==> images/sizes.png <==
Scale bar: 20 um.
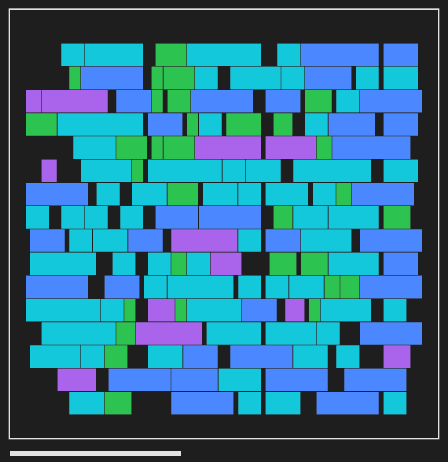
==> images/flops_by_reg.png <==
Scale bar: 20 um. Other cells in grey.
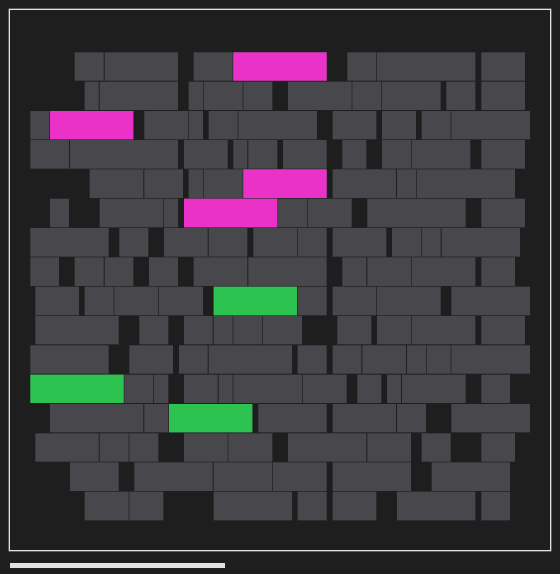
==> images/metal_density.png <==
The die is cut into 10 by 10 equal tiles; dark blue is low, red is high, scaled to the fullest tile. Values are wire area over tile area, all layers added.
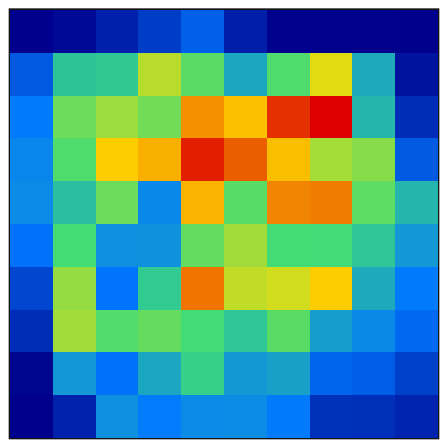
==> images/clk_routes.png <==
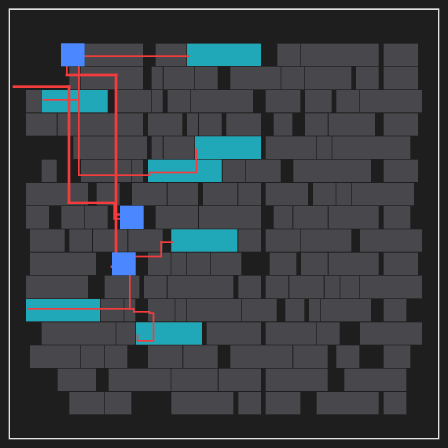
$ cat config.mk
export PLATFORM = sky130hd
export DESIGN_NAME = control_unit
export DESIGN_NICKNAME = d
export VERILOG_FILES = /design/src/rtl/control_unit.sv
export SDC_FILE = /design/constraint.sdc
export NUM_CORES = 1
export LEC_CHECK = 0
export CORE_MARGIN = 1.5
export CORE_UTILIZATION = 28
export DETAILED_ROUTE_END_ITERATION = 8
export GPL_ROUTABILITY_DRIVEN = 0
export GPL_TIMING_DRIVEN = 0
export PLACE_DENSITY = 0.67
export SETUP_SLACK_MARGIN = 0.2
export SYNTH_ARGS = -nofsm -noshare
export SYNTH_HDL_FRONTEND = slang
export SYNTH_SLANG_ARGS = --single-unit
$ cat constraint.sdc
create_clock -name clk -period 1.4 [get_ports clk]
set_clock_uncertainty 0.05 [all_clocks]
set_input_delay 0.14 -clock clk [delete_from_list [all_inputs] [get_ports clk]]
set_output_delay 0.14 -clock clk [all_outputs]
set_load 0.1 [all_outputs]
$ cat src/rtl/control_unit.sv
// Hardwired microsequencer for the 8-bit accumulator CPU.
// Each instruction runs through a fixed T0..T3 ring. A programming mode bypasses
// sequencing and decodes memory-load commands straight from the switch input.
module control_unit (
   input  logic       clk,
   input  logic       rst,
   input  logic [8:0] instin,
   input  logic       pmode,
   output logic       pc_inc,
   output logic       pc_ld,
   output logic       mar_ld,
   output logic       ram_we,
   output logic       ram_oe,
   output logic       ir_ld,
   output logic       ir_oe,
   output logic       acc_ld,
   output logic       acc_oe,
   output logic       b_ld,
   output logic       alu_sub,
   output logic       alu_oe,
   output logic       out_ld,
   output logic       flag_ld,
   output logic       prog_we,
   output logic       halt
);

   typedef enum logic [2:0] {
      T0   = 3'd0,
      T1   = 3'd1,
      T2   = 3'd2,
      T3   = 3'd3,
      HALT = 3'd4
   } state_t;

   localparam logic [3:0] OP_LDA = 4'b0001;
   localparam logic [3:0] OP_STA = 4'b0010;
   localparam logic [3:0] OP_ADD = 4'b0011;
   localparam logic [3:0] OP_SUB = 4'b0100;
   localparam logic [3:0] OP_LDB = 4'b0101;
   localparam logic [3:0] OP_LDI = 4'b1000;
   localparam logic [3:0] OP_OUT = 4'b1010;
   localparam logic [3:0] OP_JMP = 4'b1011;
   localparam logic [3:0] OP_HLT = 4'b1111;

   state_t     state;
   state_t     next;
   logic [3:0] ir_q;

   // State register and opcode latch; the opcode is captured on the edge leaving T1 in run mode only
   always_ff @(posedge clk) begin
      if (rst) begin
         state <= T0;
         ir_q  <= 4'b0000;
      end else begin
         state <= next;
         if (!pmode && state == T1) begin
            ir_q <= instin[3:0];
         end
      end
   end

   // Next-state logic: program mode parks the ring at T0, HALT is sticky until program mode or reset
   always_comb begin
      next = T0;
      if (!pmode) begin
         case (state)
            T0:      next = T1;
            T1:      next = T2;
            T2:      next = (ir_q == OP_HLT) ? HALT : T3;
            T3:      next = T0;
            HALT:    next = HALT;
            default: next = T0;
         endcase
      end
   end

   // Strobe decode from state, latched opcode, mode and switch input; everything defaults low
   always_comb begin
      pc_inc  = 1'b0;
      pc_ld   = 1'b0;
      mar_ld  = 1'b0;
      ram_we  = 1'b0;
      ram_oe  = 1'b0;
      ir_ld   = 1'b0;
      ir_oe   = 1'b0;
      acc_ld  = 1'b0;
      acc_oe  = 1'b0;
      b_ld    = 1'b0;
      alu_sub = 1'b0;
      alu_oe  = 1'b0;
      out_ld  = 1'b0;
      flag_ld = 1'b0;
      prog_we = 1'b0;
      halt    = 1'b0;
      if (rst) begin
         pc_inc = 1'b0;
      end else if (pmode) begin
         case (instin[3:0])
            4'b0001: begin
               mar_ld  = 1'b1;
               prog_we = 1'b1;
            end
            4'b0010: pc_ld = 1'b1;
            default: pc_ld = 1'b0;
         endcase
      end else begin
         case (state)
            T0: mar_ld = 1'b1;
            T1: begin
               ram_oe = 1'b1;
               ir_ld  = 1'b1;
               pc_inc = 1'b1;
            end
            T2: begin
               case (ir_q)
                  OP_LDA, OP_STA, OP_LDB: begin
                     ir_oe  = 1'b1;
                     mar_ld = 1'b1;
                  end
                  OP_ADD: begin
                     alu_oe  = 1'b1;
                     acc_ld  = 1'b1;
                     flag_ld = 1'b1;
                  end
                  OP_SUB: begin
                     alu_sub = 1'b1;
                     alu_oe  = 1'b1;
                     acc_ld  = 1'b1;
                     flag_ld = 1'b1;
                  end
                  OP_LDI: begin
                     ir_oe  = 1'b1;
                     acc_ld = 1'b1;
                  end
                  OP_OUT: begin
                     acc_oe = 1'b1;
                     out_ld = 1'b1;
                  end
                  OP_JMP: begin
                     ir_oe = 1'b1;
                     pc_ld = 1'b1;
                  end
                  OP_HLT:  halt = 1'b1;
                  default: halt = 1'b0;
               endcase
            end
            T3: begin
               case (ir_q)
                  OP_LDA: begin
                     ram_oe = 1'b1;
                     acc_ld = 1'b1;
                  end
                  OP_STA: begin
                     acc_oe = 1'b1;
                     ram_we = 1'b1;
                  end
                  OP_LDB: begin
                     ram_oe = 1'b1;
                     b_ld   = 1'b1;
                  end
                  default: halt = 1'b0;
               endcase
            end
            HALT:    halt = 1'b1;
            default: halt = 1'b0;
         endcase
      end
   end

endmodule

==> out/qor_table.md <==
| Item | Reported |
|:---|:---|
| Result of the run | finished with violations |
| Violations in the final reports | setup timing |
| Top layer reached by signal wires | met4 |
| Number of placement rows | 16 |
| Clock network power share | 28.0% |
| Number of warnings printed during yosys synthesis | 0 |
| Placed standard-cell area | 0.00109 mm2 |
| NonClk Buf Share | 46.0% |
| Cells in synth_stat.txt | 81 |
| Type of the setup path with the least slack | reg -> out |
| Largest register by flop count | ir_q |
| Kind of launch point of the worst setup path | flip-flop |
| Data required time at the worst endpoint | 1.21 ns |
| Stage delay of the slowest cell on the critical path | 0.40 ns |
| Width of the die | 50.1 um |
| Setup violations, final | 18 |
| Worst-case setup margin in the final layout | -0.538 ns |
| Drt drc | 0 |
| Wire length of the first global-routing pass | 3.88 mm |
| Busiest grt layer | met2 |
| Number of antenna cells inserted | 0 |
About sizes.png:
Key: purple = _2 cells [cells 12, share 8.5%, most used dfxtp_2]; blue = _6 and larger [cells 34, share 24%, most used buf_12]; green = _0 and _1 cells [cells 31, share 22%, most used nor2_1]; cyan = _3 and _4 cells [cells 65, share 46%, most used buf_4]

About flops_by_reg.png:
Key: magenta = ir_q [flops 4, where top middle]; green = state [flops 3]

About metal_density.png:
The mean over all tiles is 0.18. 40% of the tiles are over half the peak. The emptiest ninth of the die: bottom right. 8.0% of the tiles are nearly empty. The densest ninth of the die: middle.

About clk_routes.png:
Key: blue = clock drivers [count 3]; red = clock wires [length 142 um]; cyan = flip-flops [count 7]
There are 4 routed clock nets.

Power is estimated from default activity; no workload was simulated.
